## src/rtl/layer_plan_pkg.sv

```systemverilog
// Shared types for the layer tile planner.
//   layer_type_e : descriptor layer kinds (PW 1x1, CONV 3x3, DW 3x3, LINEAR)
//   plan_state_e : planner FSM states
//   KH_1X1/KH_3X3: kernel heights
//   layer_desc_t : latched layer descriptor
//   tile_plan_t  : registered plan presented on the output handshake
// Struct dimension fields are PLAN_DIM_W bits wide; the planner's DIM_W
// parameter is expected to match it.
package layer_plan_pkg;

  localparam int PLAN_DIM_W = 10;

  typedef enum logic [1:0] {
    LT_PW     = 2'd0,
    LT_CONV   = 2'd1,
    LT_DW     = 2'd2,
    LT_LINEAR = 2'd3
  } layer_type_e;

  typedef enum logic [2:0] {
    ST_IDLE,
    ST_DIM,
    ST_FOOT_I,
    ST_FOOT_W,
    ST_FOOT_P,
    ST_CHECK,
    ST_COUNT,
    ST_DONE
  } plan_state_e;

  localparam logic [1:0] KH_1X1 = 2'd1;
  localparam logic [1:0] KH_3X3 = 2'd3;

  typedef struct packed {
    logic [7:0]            layer_id;
    layer_type_e           ltype;
    logic [PLAN_DIM_W-1:0] in_r;
    logic [PLAN_DIM_W-1:0] in_c;
    logic [PLAN_DIM_W-1:0] in_d;
    logic [PLAN_DIM_W-1:0] out_k;
    logic [3:0]            stride;
    logic [3:0]            pad_t;
    logic [3:0]            pad_b;
    logic [3:0]            pad_l;
    logic [3:0]            pad_r;
  } layer_desc_t;

  typedef struct packed {
    logic                  err;
    logic [7:0]            layer_id;
    logic [PLAN_DIM_W-1:0] out_r;
    logic [PLAN_DIM_W-1:0] out_c;
    logic [PLAN_DIM_W-1:0] tile_r;
    logic [PLAN_DIM_W-1:0] out_tile_r;
    logic [PLAN_DIM_W-1:0] tile_d;
    logic [PLAN_DIM_W-1:0] tile_k;
    logic [PLAN_DIM_W-1:0] num_r;
    logic [PLAN_DIM_W-1:0] num_d;
    logic [PLAN_DIM_W-1:0] num_k;
    logic [31:0]           glb_bytes;
  } tile_plan_t;

  function automatic logic [1:0] kernel_height(input layer_type_e lt);
    return ((lt == LT_PW) || (lt == LT_LINEAR)) ? KH_1X1 : KH_3X3;
  endfunction

endpackage

```

## src/rtl/tile_div_ceil.sv

```systemverilog
// Iterative ceil-division: one subtract-and-count step per enabled cycle.
//   clk      : clock
//   start    : load dividend into the remainder and clear the count
//   en       : take one step while the remainder is non-zero
//   dividend : value to be divided
//   divisor  : tile size (never 0)
//   count    : steps taken so far
//   done     : remainder has reached 0
//   last     : the next step (if any) empties the remainder
module tile_div_ceil #(
  parameter int DIM_W = 10
) (
  input  logic             clk,
  input  logic             start,
  input  logic             en,
  input  logic [DIM_W-1:0] dividend,
  input  logic [DIM_W-1:0] divisor,
  output logic [DIM_W-1:0] count,
  output logic             done,
  output logic             last
);

  logic [DIM_W-1:0] rem_q;
  logic [DIM_W-1:0] cnt_q;

  always_ff @(posedge clk) begin
    if (start) begin
      rem_q <= dividend;
      cnt_q <= '0;
    end else if (en && (rem_q != '0)) begin
      rem_q <= (rem_q > divisor) ? (rem_q - divisor) : '0;
      cnt_q <= cnt_q + DIM_W'(1);
    end
  end

  assign count = cnt_q;
  assign done  = (rem_q == '0);
  assign last  = (rem_q <= divisor);

endmodule

```

## src/rtl/layer_tile_planner.sv

```systemverilog
// Layer tile planner: accepts one layer descriptor, derives the output map
// size, iteratively shrinks tiles until the ifmap+weight+psum footprint fits
// the global buffer, counts tiles per dimension and presents the plan.
//   clk, rst_n                 : clock, async active-low reset
//   cfg_valid_i / cfg_ready_o  : descriptor handshake (ready only in IDLE)
//   layer_id_i .. pad_R_i      : descriptor fields
//   plan_valid_o / plan_ready_i: plan handshake
//   plan_err_o                 : illegal descriptor or no tiling fits
//   layer_id_o .. glb_bytes_o  : plan fields, held until the next plan
module layer_tile_planner
  import layer_plan_pkg::*;
#(
  parameter int GLB_BYTES = 65536,
  parameter int BIT_A     = 8,
  parameter int BIT_W     = 8,
  parameter int BIT_P     = 16,
  parameter int DIM_W     = 10
) (
  input  logic             clk,
  input  logic             rst_n,
  input  logic             cfg_valid_i,
  output logic             cfg_ready_o,
  input  logic [7:0]       layer_id_i,
  input  logic [1:0]       layer_type_i,
  input  logic [DIM_W-1:0] in_R_i,
  input  logic [DIM_W-1:0] in_C_i,
  input  logic [DIM_W-1:0] in_D_i,
  input  logic [DIM_W-1:0] out_K_i,
  input  logic [3:0]       stride_i,
  input  logic [3:0]       pad_T_i,
  input  logic [3:0]       pad_B_i,
  input  logic [3:0]       pad_L_i,
  input  logic [3:0]       pad_R_i,
  output logic             plan_valid_o,
  input  logic             plan_ready_i,
  output logic             plan_err_o,
  output logic [7:0]       layer_id_o,
  output logic [DIM_W-1:0] out_R_o,
  output logic [DIM_W-1:0] out_C_o,
  output logic [DIM_W-1:0] tile_R_o,
  output logic [DIM_W-1:0] out_tile_R_o,
  output logic [DIM_W-1:0] tile_D_o,
  output logic [DIM_W-1:0] tile_K_o,
  output logic [DIM_W-1:0] num_tiles_R_o,
  output logic [DIM_W-1:0] num_tiles_D_o,
  output logic [DIM_W-1:0] num_tiles_K_o,
  output logic [31:0]      glb_bytes_o
);

  localparam int FW = 34;
  localparam logic [FW-1:0] BYTES_A   = FW'(BIT_A / 8);
  localparam logic [FW-1:0] BYTES_W   = FW'(BIT_W / 8);
  localparam logic [FW-1:0] BYTES_P   = FW'(BIT_P / 8);
  localparam logic [FW-1:0] GLB_LIMIT = FW'(GLB_BYTES);

  function automatic logic [DIM_W-1:0] ceil_half(input logic [DIM_W-1:0] x);
    return DIM_W'(({1'b0, x} + (DIM_W+1)'(1)) >> 1);
  endfunction

  plan_state_e state_q, state_d;
  layer_desc_t desc_q;
  tile_plan_t  plan_q;

  // Working registers of the search (data only, not reset).
  logic [1:0]       kh_q;
  logic             s2_q, dw_q;
  logic [DIM_W:0]   cp_q, tr_q;
  logic [DIM_W-1:0] out_r_q, out_c_q, in_d_q, k_div_q;
  logic [DIM_W-1:0] otr_q, td_q, tk_q;
  logic [FW-1:0]    foot_i_q, foot_w_q, foot_p_q;

  // Descriptor decode, evaluated in DIM.
  logic             is_lin, is_dw, s2, illegal;
  logic [DIM_W-1:0] eff_r, eff_c, d_in, k_out, out_r_calc, out_c_calc;
  logic [3:0]       eff_stride, p_t, p_b, p_l, p_r;
  logic [DIM_W:0]   kh_w, rp, cp;

  always_comb begin
    is_lin     = (desc_q.ltype == LT_LINEAR);
    is_dw      = (desc_q.ltype == LT_DW);
    eff_r      = is_lin ? DIM_W'(1) : DIM_W'(desc_q.in_r);
    eff_c      = is_lin ? DIM_W'(1) : DIM_W'(desc_q.in_c);
    d_in       = DIM_W'(desc_q.in_d);
    k_out      = DIM_W'(desc_q.out_k);
    eff_stride = is_lin ? 4'd1 : desc_q.stride;
    p_t        = is_lin ? 4'd0 : desc_q.pad_t;
    p_b        = is_lin ? 4'd0 : desc_q.pad_b;
    p_l        = is_lin ? 4'd0 : desc_q.pad_l;
    p_r        = is_lin ? 4'd0 : desc_q.pad_r;
    kh_w       = (DIM_W+1)'(kernel_height(desc_q.ltype));
    rp         = {1'b0, eff_r} + (DIM_W+1)'(p_t) + (DIM_W+1)'(p_b);
    cp         = {1'b0, eff_c} + (DIM_W+1)'(p_l) + (DIM_W+1)'(p_r);
    s2         = (eff_stride == 4'd2);
    out_r_calc = DIM_W'(((rp - kh_w) >> s2) + (DIM_W+1)'(1));
    out_c_calc = DIM_W'(((cp - kh_w) >> s2) + (DIM_W+1)'(1));
    illegal    = !((eff_stride == 4'd1) || (eff_stride == 4'd2)) ||
                 (eff_r == '0) || (eff_c == '0) || (d_in == '0) || (k_out == '0) ||
                 (rp < kh_w) || (cp < kh_w);
  end

  // Footprint terms and the fit decision.
  logic [DIM_W:0] tr_calc;
  logic [FW-1:0]  foot_i_calc, foot_w_calc, foot_p_calc, foot_sum;
  logic           fits, can_shrink;

  always_comb begin
    tr_calc     = ((DIM_W+1)'(otr_q - DIM_W'(1)) << s2_q) + (DIM_W+1)'(kh_q);
    foot_i_calc = FW'(tr_calc) * FW'(cp_q) * FW'(td_q) * BYTES_A;
    foot_w_calc = dw_q ? (FW'(td_q) * FW'(9) * BYTES_W)
                       : (FW'(tk_q) * FW'(td_q) * FW'(kh_q) * FW'(kh_q) * BYTES_W);
    foot_p_calc = FW'(otr_q) * FW'(out_c_q) * FW'(tk_q) * BYTES_P;
    foot_sum    = foot_i_q + foot_w_q + foot_p_q;
    fits        = (foot_sum <= GLB_LIMIT);
    can_shrink  = (otr_q > DIM_W'(1)) || (td_q > DIM_W'(1)) ||
                  (!dw_q && (tk_q > DIM_W'(1)));
  end

  // Tile counters, run in parallel during COUNT.
  logic             div_start, div_en, count_last;
  logic [DIM_W-1:0] cnt_r, cnt_d, cnt_k;
  logic             done_r, done_d, done_k, last_r, last_d, last_k;

  tile_div_ceil #(.DIM_W(DIM_W)) u_div_r (
    .clk(clk), .start(div_start), .en(div_en), .dividend(out_r_q), .divisor(otr_q),
    .count(cnt_r), .done(done_r), .last(last_r));
  tile_div_ceil #(.DIM_W(DIM_W)) u_div_d (
    .clk(clk), .start(div_start), .en(div_en), .dividend(in_d_q), .divisor(td_q),
    .count(cnt_d), .done(done_d), .last(last_d));
  tile_div_ceil #(.DIM_W(DIM_W)) u_div_k (
    .clk(clk), .start(div_start), .en(div_en), .dividend(k_div_q), .divisor(tk_q),
    .count(cnt_k), .done(done_k), .last(last_k));

  assign count_last = last_r && last_d && last_k;

  // FSM: state register.
  always_ff @(posedge clk or negedge rst_n) begin
    if (!rst_n) state_q <= ST_IDLE;
    else        state_q <= state_d;
  end

  // FSM: next state.
  always_comb begin
    state_d = state_q;
    unique case (state_q)
      ST_IDLE:   if (cfg_valid_i) state_d = ST_DIM;
      ST_DIM:    state_d = illegal ? ST_DONE : ST_FOOT_I;
      ST_FOOT_I: state_d = ST_FOOT_W;
      ST_FOOT_W: state_d = ST_FOOT_P;
      ST_FOOT_P: state_d = ST_CHECK;
      ST_CHECK:  state_d = fits ? ST_COUNT : (can_shrink ? ST_FOOT_I : ST_DONE);
      ST_COUNT:  if (count_last) state_d = ST_DONE;
      ST_DONE:   if (plan_ready_i) state_d = ST_IDLE;
      default:   state_d = ST_IDLE;
    endcase
  end

  // FSM: outputs and datapath strobes.
  always_comb begin
    cfg_ready_o  = (state_q == ST_IDLE);
    plan_valid_o = (state_q == ST_DONE);
    div_start    = (state_q == ST_CHECK) && fits;
    div_en       = (state_q == ST_COUNT);
  end

  // Search datapath: descriptor latch, dimension setup, footprints, shrink.
  always_ff @(posedge clk) begin
    unique case (state_q)
      ST_IDLE: if (cfg_valid_i) begin
        desc_q <= '{layer_id: layer_id_i, ltype: layer_type_e'(layer_type_i),
                    in_r: PLAN_DIM_W'(in_R_i), in_c: PLAN_DIM_W'(in_C_i),
                    in_d: PLAN_DIM_W'(in_D_i), out_k: PLAN_DIM_W'(out_K_i),
                    stride: stride_i, pad_t: pad_T_i, pad_b: pad_B_i,
                    pad_l: pad_L_i, pad_r: pad_R_i};
      end
      ST_DIM: begin
        kh_q    <= kernel_height(desc_q.ltype);
        s2_q    <= s2;
        dw_q    <= is_dw;
        cp_q    <= cp;
        out_r_q <= out_r_calc;
        out_c_q <= out_c_calc;
        in_d_q  <= d_in;
        // Depthwise channel tiles follow the input channels, so K counts as D.
        k_div_q <= is_dw ? d_in : k_out;
        otr_q   <= out_r_calc;
        td_q    <= d_in;
        tk_q    <= is_dw ? d_in : k_out;
      end
      ST_FOOT_I: begin
        tr_q     <= tr_calc;
        foot_i_q <= foot_i_calc;
      end
      ST_FOOT_W: foot_w_q <= foot_w_calc;
      ST_FOOT_P: foot_p_q <= foot_p_calc;
      ST_CHECK: if (!fits) begin
        // Shrink rows first, then input channels, then output channels.
        if (otr_q > DIM_W'(1)) begin
          otr_q <= ceil_half(otr_q);
        end else if (td_q > DIM_W'(1)) begin
          td_q <= ceil_half(td_q);
          if (dw_q) tk_q <= ceil_half(td_q);
        end else if (!dw_q && (tk_q > DIM_W'(1))) begin
          tk_q <= ceil_half(tk_q);
        end
      end
      default: ;
    endcase
  end

  // Plan register: written once per descriptor, held through DONE and IDLE.
  always_ff @(posedge clk or negedge rst_n) begin
    if (!rst_n) begin
      plan_q <= '0;
    end else begin
      unique case (state_q)
        ST_DIM: if (illegal) begin
          plan_q          <= '0;
          plan_q.err      <= 1'b1;
          plan_q.layer_id <= desc_q.layer_id;
        end
        ST_CHECK: if (!fits && !can_shrink) begin
          plan_q          <= '0;
          plan_q.err      <= 1'b1;
          plan_q.layer_id <= desc_q.layer_id;
          plan_q.out_r    <= PLAN_DIM_W'(out_r_q);
          plan_q.out_c    <= PLAN_DIM_W'(out_c_q);
        end
        ST_COUNT: if (count_last) begin
          // Counters take their final step on this same edge.
          plan_q.err        <= 1'b0;
          plan_q.layer_id   <= desc_q.layer_id;
          plan_q.out_r      <= PLAN_DIM_W'(out_r_q);
          plan_q.out_c      <= PLAN_DIM_W'(out_c_q);
          plan_q.tile_r     <= PLAN_DIM_W'(tr_q);
          plan_q.out_tile_r <= PLAN_DIM_W'(otr_q);
          plan_q.tile_d     <= PLAN_DIM_W'(td_q);
          plan_q.tile_k     <= PLAN_DIM_W'(tk_q);
          plan_q.num_r      <= PLAN_DIM_W'(cnt_r + DIM_W'(!done_r));
          plan_q.num_d      <= PLAN_DIM_W'(cnt_d + DIM_W'(!done_d));
          plan_q.num_k      <= PLAN_DIM_W'(cnt_k + DIM_W'(!done_k));
          plan_q.glb_bytes  <= foot_sum[31:0];
        end
        default: ;
      endcase
    end
  end

  assign plan_err_o    = plan_q.err;
  assign layer_id_o    = plan_q.layer_id;
  assign out_R_o       = DIM_W'(plan_q.out_r);
  assign out_C_o       = DIM_W'(plan_q.out_c);
  assign tile_R_o      = DIM_W'(plan_q.tile_r);
  assign out_tile_R_o  = DIM_W'(plan_q.out_tile_r);
  assign tile_D_o      = DIM_W'(plan_q.tile_d);
  assign tile_K_o      = DIM_W'(plan_q.tile_k);
  assign num_tiles_R_o = DIM_W'(plan_q.num_r);
  assign num_tiles_D_o = DIM_W'(plan_q.num_d);
  assign num_tiles_K_o = DIM_W'(plan_q.num_k);
  assign glb_bytes_o   = plan_q.glb_bytes;

endmodule
```

## config.mk

```make
export PLATFORM = sky130hd
export DESIGN_NAME = layer_tile_planner
export DESIGN_NICKNAME = d
export VERILOG_FILES = /design/src/rtl/layer_plan_pkg.sv /design/src/rtl/tile_div_ceil.sv /design/src/rtl/layer_tile_planner.sv
export SDC_FILE = /design/constraint.sdc
export NUM_CORES = 2
export LEC_CHECK = 0
export CAP_MARGIN = 15
export CORE_MARGIN = 2
export CORE_UTILIZATION = 35
export DETAILED_ROUTE_END_ITERATION = 16
export PLACE_DENSITY = 0.55
export SLEW_MARGIN = 10
export SYNTH_ARGS = -nofsm -noshare
export SYNTH_HDL_FRONTEND = slang
export SYNTH_HIERARCHICAL = 1
export SYNTH_SLANG_ARGS = --single-unit
```

## constraint.sdc

```tcl
create_clock -name clk -period 16.27 [get_ports clk]
set_input_delay 2.4405 -clock clk [delete_from_list [all_inputs] [get_ports clk]]
set_output_delay 2.4405 -clock clk [all_outputs]
set_load 0.03 [all_outputs]
```

Figure 1. Cell area per tile.
Bar = 100 um. 38 x 38 tiles, from black (low) to pale yellow (high), 0 to 100% covered.
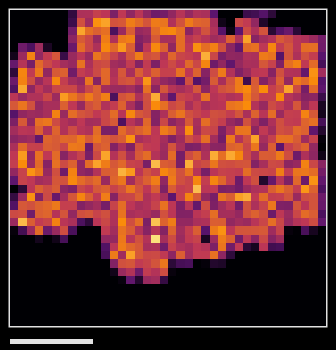
nearly empty tiles: 27%
tiles over 75% full: 2.6%
fullest tile: 93%
mean over tiles: 37%
emptiest ninth of the die: south-west

Figure 2. Nets reached from selected ports.
Bar = 100 um.
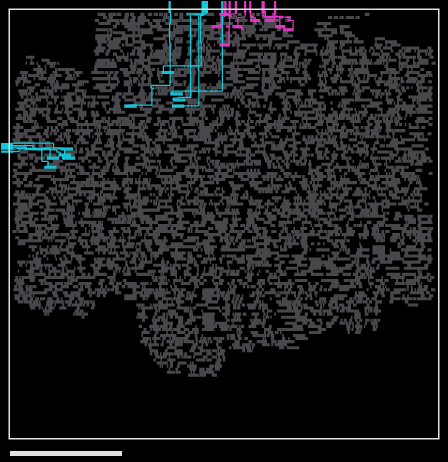
legend:
  magenta:
    port: layer_id_o
    bits: 8
    direction: output
    edge: north
    end_cells: 8
    buffers: 8
    wire: 208 um
  cyan:
    port: out_K_i
    bits: 10
    direction: input
    edge: 5 west, 5 north
    end_cells: 10
    buffers: 10
    wire: 827 um

Figure 3. Supply network.
Bar = 100 um. Pins as bars on the die edge.
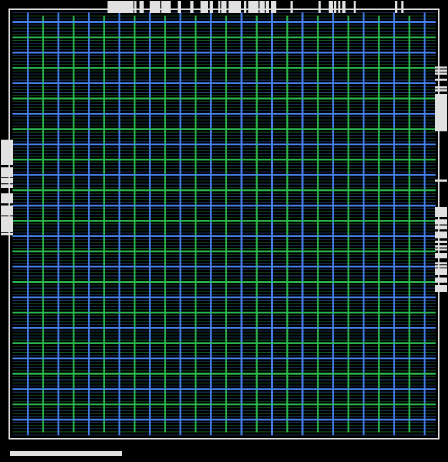
legend:
  green:
    net: VDD
  blue:
    net: VSS
signal pins: 207
met1 rails: 139
met5 straps: 27

Figure 4. Cell classes on the final placement.
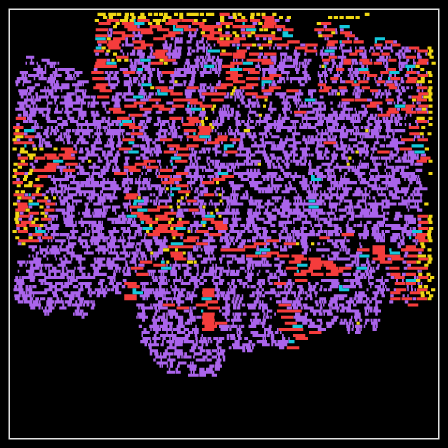
legend:
  cyan:
    class: clock drivers and dummy loads
    cells: 98
    share_of_their_area: 3.3%
  purple:
    class: all other logic
    cells: 4546
    share_of_their_area: 69%
  red:
    class: flip-flops
    cells: 444
    share_of_their_area: 23%
  yellow:
    class: other buffers and delay cells
    cells: 271
    share_of_their_area: 4.8%
sequential share of cell area: 22.28%
post-route cell area: 55490 um2
num rows: 138
floorplan core area: 141200 um2
final core utilization: 39.28%

Figure 5. Routing congestion.
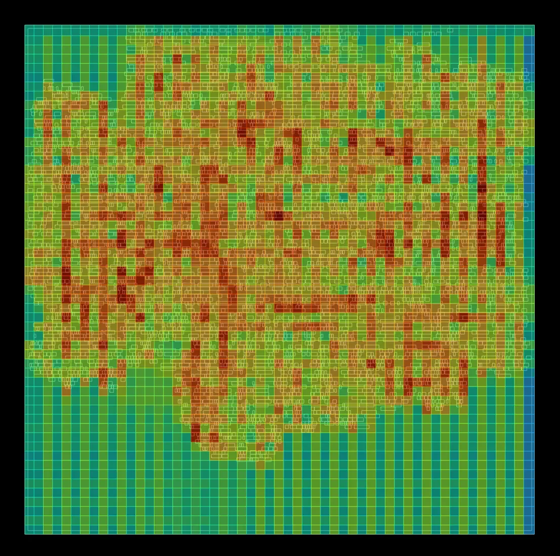
gr usage total: 19.58%
Avg WL per Cell: 19.58 um
met3 Track Usage GR: 4.471%
met2 usage: 29.76%

==> reports/summary.txt <==
Status: completed
Fin. max-slew vios: 0
DRC violations left: 0
Number of H-tree levels: 2
FF+latch area: 12360 um2
Reg2reg start: kh_q[1]$_DFFE_PP_
Complex Gates by Area: 11.35%
Die height: 380.6 um
Clock transition at path regs: 0.06 ns
PostCTS Resize Cnt: 0
Syn_area_per_cell: 9.532 um2
Placed cell count: 7150
Critical-path top delay cell: edfxtp_1
Hold path depth: 1
Crit path DRT: 16.68 ns
Sequential area share after synthesis: 24.90%
Basic Gates by Area: 17.21%
Hold_sp: desc_q[62]$_DFFE_PP_
DIE AREA: 144900 um2
Vias/cell: 5.162
ANT nets after route: 0
Tmin final: 13.98 ns
Least-Margin Pin Slew: 1.188 ns
Final TNS setup: 0 ns
Worst setup margin: 2.285 ns
Slowest stage delay, CP: 1.04 ns
EDFF count, synth: 280
Tightest Hold Check Type: reg -> reg
Post-CTS setup buffers: 0
Fin nets: 6398
Top cells by area: fa_1 22%, edfxtp_1 17%, ha_1 12%, dfrtp_1 6.8%, nand2_1 5.0%
CP Launch Type: flop
CP arrival: 14.40 ns
XORs/XNORs by Area: 5.321%
Ports: 207
CTS Hold Bufs: 0
Clock Skew: 0.02443 ns
Ant diodes: 0
First-pass GRT wire length: 222000 um
Placer Congestion: 0.8743
RSZ-0062 raised after global routing: false
Clk buf depth: 3
CP Capture Point: foot_i_q[31]$_DFFE_PP_
Largest family of logic cells by area: adder cells
TritonRoute pass-1 iters: 5
Comb gate area: 34070 um2
R2R setup slack: 2.29 ns
Max-cap violations: 0
Tool warning count: 37
Initial Util: 35.15%
Post-detail-place hpwl: 110200 um
Post-synthesis cell type count: 92
Final Hold Vio Count: 0
Setup crit start: kh_q[1]$_DFFE_PP_
Total wire length: 141900 um
Worst r2r dst: foot_i_q[31]$_DFFE_PP_
Synthesized area: 49640 um2
Initial antenna violation count: 16
# fillers: 14.14k
1st-iter DRT viols: 2557
Setup CP Type: reg -> reg
Largest register FFs: 50
Adder-cell area share of the yosys netlist: 33.70%
Post-synth net total: 6291
Slew Limit Headroom: 20.25%
Ys Warns: 6
YS chip area: 49640 um2
Synth Instances: 5208
Pre-CTS WS: 2.322 ns
Max frequency: 71.51 MHz
Final Hold Slack: 0.4521 ns
Final setup viols: 0
Latency at later pin: 0.64 ns
Fraction of registers with async set/reset: 30.18%
Main flop type: edfxtp_1
Ys flops: 444
Register name with the most flops: desc_q
CTS tree: done
Share of post-route cells with drive strength above 1: 4.217%
Largest net degree at the start of global routing: 82
Cts bufs inserted: 52
Vias: 37.42k
Number of global-route vias before repair: 37.57k
CP dominant cell by count: fa_1
Setup crit end kind: flop
Port buffer count: 206
Root buf cell: clkbuf_16
Yosys Instances: 5208
Reg2Reg Depth: 38
Die width: 380.6 um
Placed Area: 53720 um2
Fin crit share: 85.95%
Hold Path End: layer_id_o[0]$_DFFE_PN0P_
Area leader share: 22.06%
Area Growth Syn to Fin: 11.77%
Cell type with the largest total area: fa_1
Fin cells: 7249
Max FO, Critical Path: 35
Gr ovfl total: 0
Mux share: 0.9477%
Clock sink count: 444
layer usage:
layer  up-vias  GRT usage [%]  routed length [um]
met5         -              0                  20
li1      17580              -                   -
met1     18720          28.23               66650
met2       973          29.76               61920
met3       150          4.471               10240
met4         2          4.436                3097
worst max-delay path, delay by kind of cell (launching register included):
family	cells	cell delay, ns
fa+ha+maj	13	6.28
mux	1	0.12
simple gates	6	0.99
buf+inv	7	1.06
compound gates	9	2.80
xor+xnor	2	1.45
flops	1	1.04
synth_stat cells (33+ instances only):
library cell	instances
inv_1	633
nand3_1	107
clkbuf_1	179
edfxtp_1	280
xor2_1	105
o21ai_1	47
a31oi_1	33
o21ai_0	130
nand2_1	665
o21a_1	33
o31ai_1	58
a22o_1	62
a21o_1	75
xnor2_1	194
ha_1	462
and3_1	58
nor3_1	63
a21oi_1	178
nor2_1	231
dfrtp_1	134
nor2b_1	69
and2_1	358
nand2b_1	46
fa_1	547
layout make-up:
cell class / instances / share of cell area, %
Sequential cell: 444 / 22.28
Clock buffer: 76 / 2.749
Multi-Input combinational cell: 3909 / 61.40
Tap cell: 1890 / 4.262
Timing Repair Buffer: 271 / 4.598
Inverter: 637 / 4.309
Clock inverter: 22 / 0.4014
placed cells by master, fill, tap and decap left out, drive strengths merged, types with 16 or more instances in the layout:
cell / instances
ha: 462
nand2b: 46
o21bai: 19
buf: 66
clkdlybuf4s50: 205
dfrtp: 134
and2: 360
clkbuf: 76
a21o: 75
and3: 58
o31ai: 61
o21a: 33
or3: 29
a211oi: 28
nor2b: 69
fa: 547
dfxtp: 30
nor4: 27
mux2i: 20
clkinv: 16
xnor2: 194
inv: 639
nand3: 107
mux2: 24
a31oi: 37
edfxtp: 280
nand2: 665
o21ai: 181
xor2: 105
nor2: 231
a22o: 62
nor3: 63
a21oi: 178
nand4: 27
